==> src/rtl/serial_sub_pkg.sv <==
// serial_sub_pkg: shared definitions for the bit-serial subtractor.
//   state_t        : controller states (IDLE, SHIFT, DONE); 2'b11 is illegal.
//   WIDTH_DEFAULT  : default operand/result width.
package serial_sub_pkg;

  localparam int WIDTH_DEFAULT = 4;

  typedef enum logic [1:0] {
    IDLE  = 2'b00,
    SHIFT = 2'b01,
    DONE  = 2'b10
  } state_t;

endpackage : serial_sub_pkg

==> src/rtl/full_subtractor.sv <==
// full_subtractor: one-bit full subtractor cell, d = a - b - bin.
//   a_i    : minuend bit
//   b_i    : subtrahend bit
//   bin_i  : borrow in
//   d_o    : difference bit
//   bout_o : borrow out
module full_subtractor (
  input  logic a_i,
  input  logic b_i,
  input  logic bin_i,
  output logic d_o,
  output logic bout_o
);

  assign d_o    = a_i ^ b_i ^ bin_i;
  // Borrow when b exceeds a outright, or when they are equal and a borrow ripples in.
  assign bout_o = (~a_i & b_i) | (~(a_i ^ b_i) & bin_i);

endmodule : full_subtractor

==> src/rtl/serial_subtractor.sv <==
// serial_subtractor: bit-serial D = A - B - Bin, one bit per clock, LSB first.
//
// Handshake: start_i is sampled only while idle; the operands are captured on
// that edge. busy_o is high from the cycle after acceptance until the cycle
// after done_o. done_o pulses for one cycle, in the same cycle D_o/Bout_o
// (and V_o) first show the new result. Results are held until the next
// completion or reset.
//
// Ports:
//   clk_i, rst_n_i : clock (rising edge), asynchronous active-low reset
//   start_i        : launch request
//   A_i, B_i, Bin_i: minuend, subtrahend, borrow-in
//   D_o, Bout_o    : registered difference and final borrow-out
//   busy_o, done_o : status, decoded from the state register
//   dbg_state_o    : current controller state, for observation
//   V_o            : signed overflow (only with SERIAL_SUB_OVF_EN defined)
//
// Build option: define SERIAL_SUB_OVF_EN to add the V_o overflow output.
module serial_subtractor
  import serial_sub_pkg::*;
#(
  parameter  int WIDTH = WIDTH_DEFAULT,
  localparam int CNT_W = $clog2(WIDTH + 1)
) (
  input  logic             clk_i,
  input  logic             rst_n_i,
  input  logic             start_i,
  input  logic [WIDTH-1:0] A_i,
  input  logic [WIDTH-1:0] B_i,
  input  logic             Bin_i,
  output logic [WIDTH-1:0] D_o,
  output logic             Bout_o,
`ifdef SERIAL_SUB_OVF_EN
  output logic             V_o,
`endif
  output logic             busy_o,
  output logic             done_o,
  output logic [1:0]       dbg_state_o
);

  state_t             state, state_next;
  logic [WIDTH-1:0]   a_sr, b_sr, r_sr;
  logic               brw;
  logic [CNT_W-1:0]   cnt;
  logic               bit_d, bit_bout;
  logic               last_bit;

`ifdef SERIAL_SUB_OVF_EN
  logic               a_msb, b_msb;
`endif

  full_subtractor u_fs (
    .a_i    (a_sr[0]),
    .b_i    (b_sr[0]),
    .bin_i  (brw),
    .d_o    (bit_d),
    .bout_o (bit_bout)
  );

  assign last_bit = (cnt == CNT_W'(WIDTH - 1));

  // State register
  always_ff @(posedge clk_i or negedge rst_n_i) begin
    if (!rst_n_i) begin
      state <= IDLE;
    end else begin
      state <= state_next;
    end
  end

  // Next-state logic; the unused encoding falls back to IDLE.
  always_comb begin
    state_next = IDLE;
    case (state)
      IDLE:    state_next = start_i ? SHIFT : IDLE;
      SHIFT:   state_next = last_bit ? DONE : SHIFT;
      DONE:    state_next = IDLE;
      default: state_next = IDLE;
    endcase
  end

  assign busy_o      = (state == SHIFT) || (state == DONE);
  assign done_o      = (state == DONE);
  assign dbg_state_o = state;

  // Datapath: operand capture, serial shift and result registers.
  always_ff @(posedge clk_i or negedge rst_n_i) begin
    if (!rst_n_i) begin
      a_sr   <= '0;
      b_sr   <= '0;
      r_sr   <= '0;
      brw    <= 1'b0;
      cnt    <= '0;
      D_o    <= '0;
      Bout_o <= 1'b0;
`ifdef SERIAL_SUB_OVF_EN
      a_msb  <= 1'b0;
      b_msb  <= 1'b0;
      V_o    <= 1'b0;
`endif
    end else begin
      case (state)
        IDLE: begin
          if (start_i) begin
            a_sr  <= A_i;
            b_sr  <= B_i;
            brw   <= Bin_i;
            cnt   <= '0;
`ifdef SERIAL_SUB_OVF_EN
            a_msb <= A_i[WIDTH-1];
            b_msb <= B_i[WIDTH-1];
`endif
          end
        end
        SHIFT: begin
          a_sr <= {1'b0, a_sr[WIDTH-1:1]};
          b_sr <= {1'b0, b_sr[WIDTH-1:1]};
          r_sr <= {bit_d, r_sr[WIDTH-1:1]};
          brw  <= bit_bout;
          cnt  <= cnt + CNT_W'(1);
          if (last_bit) begin
            // The bit produced on this edge is the result MSB.
            D_o    <= {bit_d, r_sr[WIDTH-1:1]};
            Bout_o <= bit_bout;
`ifdef SERIAL_SUB_OVF_EN
            V_o    <= (a_msb ^ b_msb) & (a_msb ^ bit_d);
`endif
          end
        end
        default: ;
      endcase
    end
  end

endmodule : serial_subtractor

==> config.mk <==
export PLATFORM = sky130hd
export DESIGN_NAME = serial_subtractor
export DESIGN_NICKNAME = d
export VERILOG_FILES = /design/src/rtl/serial_sub_pkg.sv /design/src/rtl/full_subtractor.sv /design/src/rtl/serial_subtractor.sv
export SDC_FILE = /design/constraint.sdc
export NUM_CORES = 1
export LEC_CHECK = 0
export CAP_MARGIN = 10
export CORE_ASPECT_RATIO = 1.75
export CORE_MARGIN = 2
export CORE_UTILIZATION = 35
export CTS_BUF_LIST = sky130_fd_sc_hd__clkbuf_2
export CTS_CLUSTER_DIAMETER = 50
export CTS_CLUSTER_SIZE = 28
export DETAILED_ROUTE_END_ITERATION = 7
export PLACE_DENSITY = 0.58
export SYNTH_ARGS = -nofsm -noshare
export SYNTH_HDL_FRONTEND = slang
export SYNTH_SLANG_ARGS = --single-unit
==> constraint.sdc <==
create_clock -name clk_i -period 2.35 [get_ports clk_i]
set_input_delay 0.47 -clock clk_i [delete_from_list [all_inputs] [get_ports clk_i]]
set_output_delay 0.47 -clock clk_i [all_outputs]
set_load 0.005 [all_outputs]
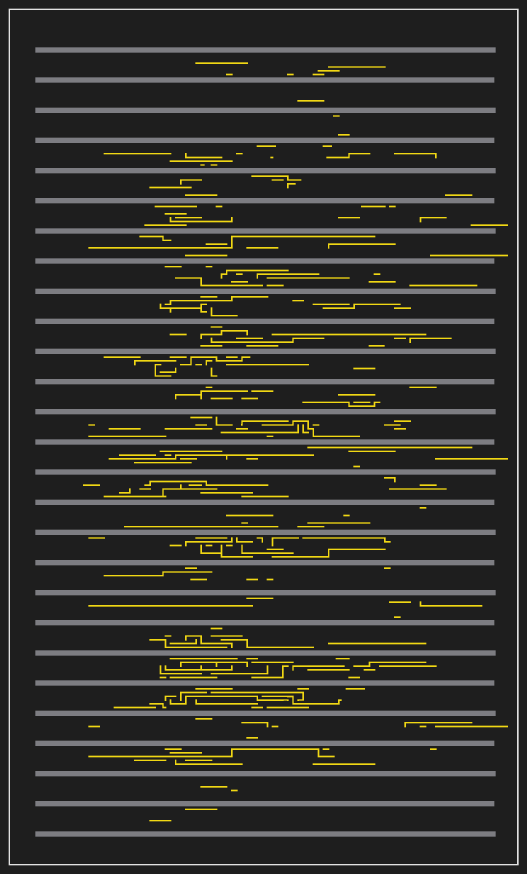
Figure 1: run 1, M1 wires.
Supply wires on this layer in grey.
share of all routed wire = 39%
wire length on this layer = 823 um
longest straight run = 14.7 um
main direction = horizontal
nets with wire on the layer = 119

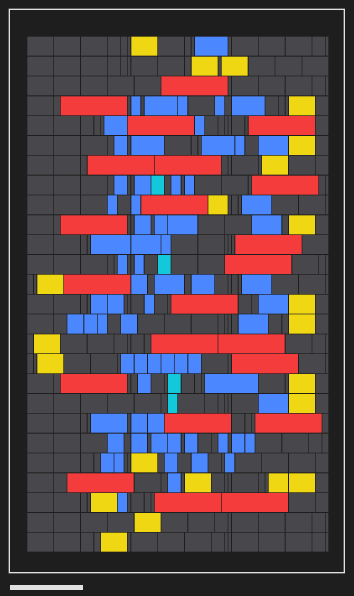
Figure 2: run 1, cells coloured by class.
The bar under the picture is 10 um long. Fill, decap, tap and diode cells in grey.
all other logic -> blue  # cells 69, share of their area 38%
clock drivers and dummy loads -> cyan  # cells 4, share of their area 1.5%
other buffers and delay cells -> yellow  # cells 22, share of their area 17%
flops -> red  # cells 22, share of their area 44%

==> GITHUB_STEP_SUMMARY, run 1 <==
## Implementation flow summary

| Metric | Value |
|---|---|
| Final HPWL from detailed placement | `between 1500 and 2000 um` |
| Status | `finished clean` |
| Async SR Flop Fraction | `1.00` |
| Total placed cells including tap cells | `around 140` |
| Terminus of the critical flop-to-flop path | `a_sr[2]$_DFFE_PN0P_` |
| Share of the yosys chip area belonging to registers | `0.516` |
| Non-clock buffer count in the final layout | `22` |
| Floorplan row count | `26` |
| Tightest Pin Transition | `between 400 and 500 ps` |
| Number of nets with antenna violations after detailed routing | `0` |
| Layout filler cell count | `274` |
| Sequential cells | `22` |
| Hold/Removal Path Class | `in2async` |
| Aggregate routed wire length | `~2100 um` |
| Number of max-cap violations | `0` |
| Dominant Register Cell | `sky130_fd_sc_hd__dfrtp_1` |
| Overall global routing resource usage | `0.135` |
| Chip Height | `around 77 um` |
| Initial antenna violation count | `0` |
| Worst Setup Slack post-DPL | `440 ps` |
| Number of logic gates | `~60` |
| Largest net degree at the start of global routing | `23` |
| Non-filler cells, final | `around 150` |
| Final hold slack | `roughly 460 ps` |
| Design Area, Final | `0.00130 mm^2` |
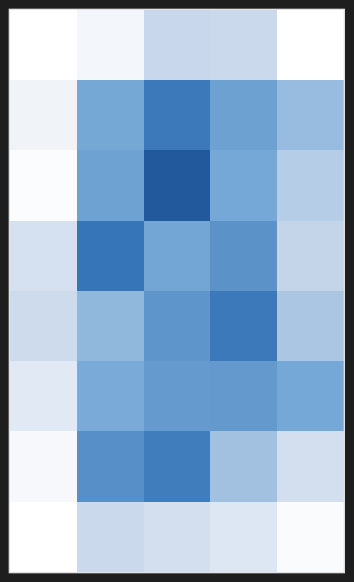
Figure 3: run 1, placement density heat map.
The die is cut into 5 by 8 equal tiles; white is low, dark blue is high, 0 to 100% covered.
fullest tile = 83%
nearly empty tiles = 7.5%
emptiest ninth of the die = north-west
starting utilization of the core area: 0.365
core region area: 0.00293 mm^2
core utilization of the finished layout: 0.444

[run 1: cells in the final DEF, fill, tap and decap left out]
cell	count
sky130_fd_sc_hd__o21ai_0	9
sky130_fd_sc_hd__inv_2	1
sky130_fd_sc_hd__o221a_2	1
sky130_fd_sc_hd__mux2_2	7
sky130_fd_sc_hd__a221oi_2	1
sky130_fd_sc_hd__o221a_1	1
sky130_fd_sc_hd__o22a_1	1
sky130_fd_sc_hd__or3_1	3
sky130_fd_sc_hd__o2bb2ai_1	1
sky130_fd_sc_hd__nand2_1	6
sky130_fd_sc_hd__nand2_4	1
sky130_fd_sc_hd__o22ai_1	2
sky130_fd_sc_hd__inv_1	8
sky130_fd_sc_hd__nand4_1	5
sky130_fd_sc_hd__clkinv_1	1
sky130_fd_sc_hd__nor2b_1	1
sky130_fd_sc_hd__nand2b_1	1
sky130_fd_sc_hd__clkbuf_2	3
sky130_fd_sc_hd__buf_4	2
sky130_fd_sc_hd__nor2_1	4
sky130_fd_sc_hd__nand3_1	8
sky130_fd_sc_hd__clkdlybuf4s50_1	20
sky130_fd_sc_hd__fa_1	1
sky130_fd_sc_hd__dfrtp_1	22
sky130_fd_sc_hd__ha_1	5
sky130_fd_sc_hd__a31oi_1	1
sky130_fd_sc_hd__nor2b_4	1
[run 1: worst max-delay path: cells and delay by family, from the launching register on]
kind / cells / cell delay, ps
adder cells (fa/ha/maj): 1 / 270
buffers and inverters: 2 / 560
flip-flops: 1 / 410
[run 1: power breakdown]
part | switching [mW] | total, mW | internal [mW]
registers | 0.0876 | 0.626 | 0.539
logic | 0.378 | 0.784 | 0.405
clock network | 0.114 | 0.151 | 0.0370
total | 0.580 | 1.56 | 0.981
==> inputs of run 2 (changes only) <==
--- a/config.mk
+++ b/config.mk
@@ -14,6 +14,8 @@
 export CTS_CLUSTER_SIZE = 28
 export DETAILED_ROUTE_END_ITERATION = 7
 export PLACE_DENSITY = 0.58
+export REMOVE_ABC_BUFFERS = 1
 export SYNTH_ARGS = -nofsm -noshare
 export SYNTH_HDL_FRONTEND = slang
+export SYNTH_HIERARCHICAL = 1
 export SYNTH_SLANG_ARGS = --single-unit
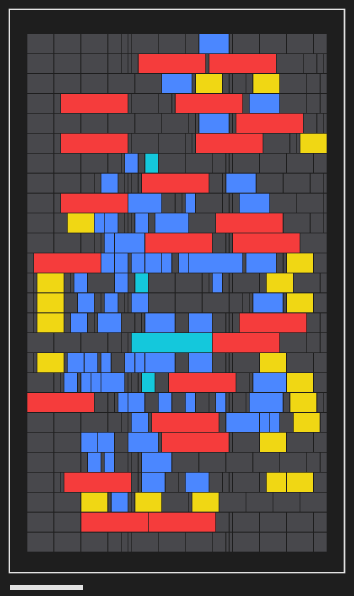
Figure 4: run 2, cells coloured by class.
The bar under the picture is 10 um long. Fill, decap, tap and diode cells in grey.
all other logic -> blue  # cells 66, share of their area 37%
flops -> red  # cells 22, share of their area 43%
clock drivers and dummy loads -> cyan  # cells 4, share of their area 3.5%
other buffers and delay cells -> yellow  # cells 21, share of their area 16%

==> run 2 against run 1 <==
Against the previous run:
- core utilization grew 1.1 points
- routed wire length rose by 1.5%
- combinational power is 8.4% higher
- non-clock buffer count fell by 1
- sequential share of layout area down 0.60 points
- worst hold slack worse by 24 ps
- largest power group unchanged
- highest routed layer unchanged
==> GITHUB_STEP_SUMMARY, run 2 <==
## Implementation flow summary

| Metric | Value |
|---|---|
| Largest net degree at the start of global routing | `23 (unchanged)` |
| Cell depth of the worst setup path | `3 (unchanged)` |
| Tally of OpenROAD warnings | `27` |
| WP buf/inv | `2 (unchanged)` |
| Tightest Pin Transition | `597 ps (+123 ps)` |
| Core region area | `0.00290 mm^2 (-1.1%)` |
| CP endpoint | `busy_o` |
| Status | `finished clean` |
| Most numerous logic cell after layout | `sky130_fd_sc_hd__dfrtp_1` |
| Number of max-cap violations | `0 (unchanged)` |
| Layout filler cell count | `288 (+5.1%)` |
| Async SR Flop Fraction | `1.00 (unchanged)` |
| Most frequent logic cells in the routed design | `22 x sky130_fd_sc_hd__dfrtp_1, 20 x sky130_fd_sc_hd__clkdlybuf4s50_1, 8 x sky130_fd_sc_hd__mux2_2` |
| Starting utilization of the core area | `0.365 (about the same)` |
| Share of the yosys chip area belonging to registers | `0.521 (+0.00550)` |
| Hold/Removal Path Class | `in2async` |
| Initial antenna violation count | `0 (unchanged)` |
| Aggregate routed wire length | `2150 um (+1.5%)` |
| Number of iterations in the first detailed-routing pass | `4` |
| Die Width | `45.5 um` |
| Overall global routing resource usage | `0.145 (+0.00979)` |
| Floorplan row count | `26 (unchanged)` |
| Final HPWL from detailed placement | `1650 um (+3.7%)` |
| Largest delay contributor family on the critical path | `buffers and inverters` |
| Worst Setup Slack post-DPL | `443 ps (+2.64 ps)` |
| Terminus of the critical flop-to-flop path | `b_sr[1]$_DFFE_PN0P_` |
| Chip Height | `76.7 um (-0.50%)` |
==> run 2: where the power goes <==
part	internal (mW)	switching (mW)	total [mW]
clock	0.147	0.119	0.266
combinational	0.456	0.395	0.850
sequential	0.556	0.108	0.664
total	1.16	0.621	1.78
==> run 2: area by class of cell <==
| cell class | count | area (um^2) | area share |
|---|---|---|---|
| clock buffers | 3 | 15.0 | 0.0114 |
| clock inverters | 1 | 30.0 | 0.0228 |
| repair buffers | 21 | 208 | 0.158 |
| inverters | 8 | 30.0 | 0.0228 |
| multi-input cells | 58 | 449 | 0.341 |
| flip-flops and latches | 22 | 551 | 0.418 |
| well taps | 28 | 35.0 | 0.0266 |
==> run 2: layer usage <==
metal	up-vias	GRT usage	wire, um
met1	382	0.164	838
met4	0	0.0853	55
met3	5	0.0141	85
li1	370	-	-
met2	28	0.245	1170
met5	-	0	0
==> run 2: per-stage QoR <==
stage | hold slack, ps | utilization | instances | power, mW | area (um^2)
floorplan | 174 | - | 88 | 1.20 | 1030
detailed placement | 492 | 0.439 | 137 | 1.54 | 1270
CTS | 438 | 0.455 | 141 | 1.81 | 1320
global placement | 486 | 0.439 | 137 | 1.51 | 1270
finish | 439 | 0.455 | 141 | 1.78 | 1320
global route | 431 | 0.455 | 141 | 1.94 | 1320
==> run 2: cell families (layout without fill, tap and decap cells) <==
| kind of cell | Yosys count | after routing | synth area share |
|---|---|---|---|
| AND/OR/NAND/NOR | 26 | 26 | 0.130 |
| flip-flops | 22 | 22 | 0.521 |
| AND-OR/OR-AND | 18 | 18 | 0.132 |
| buffers and inverters | 12 | 33 | 0.0533 |
| multiplexers | 8 | 8 | 0.0853 |
| adder cells (fa/ha/maj) | 6 | 6 | 0.0782 |
Power is estimated from default activity; no workload was simulated.
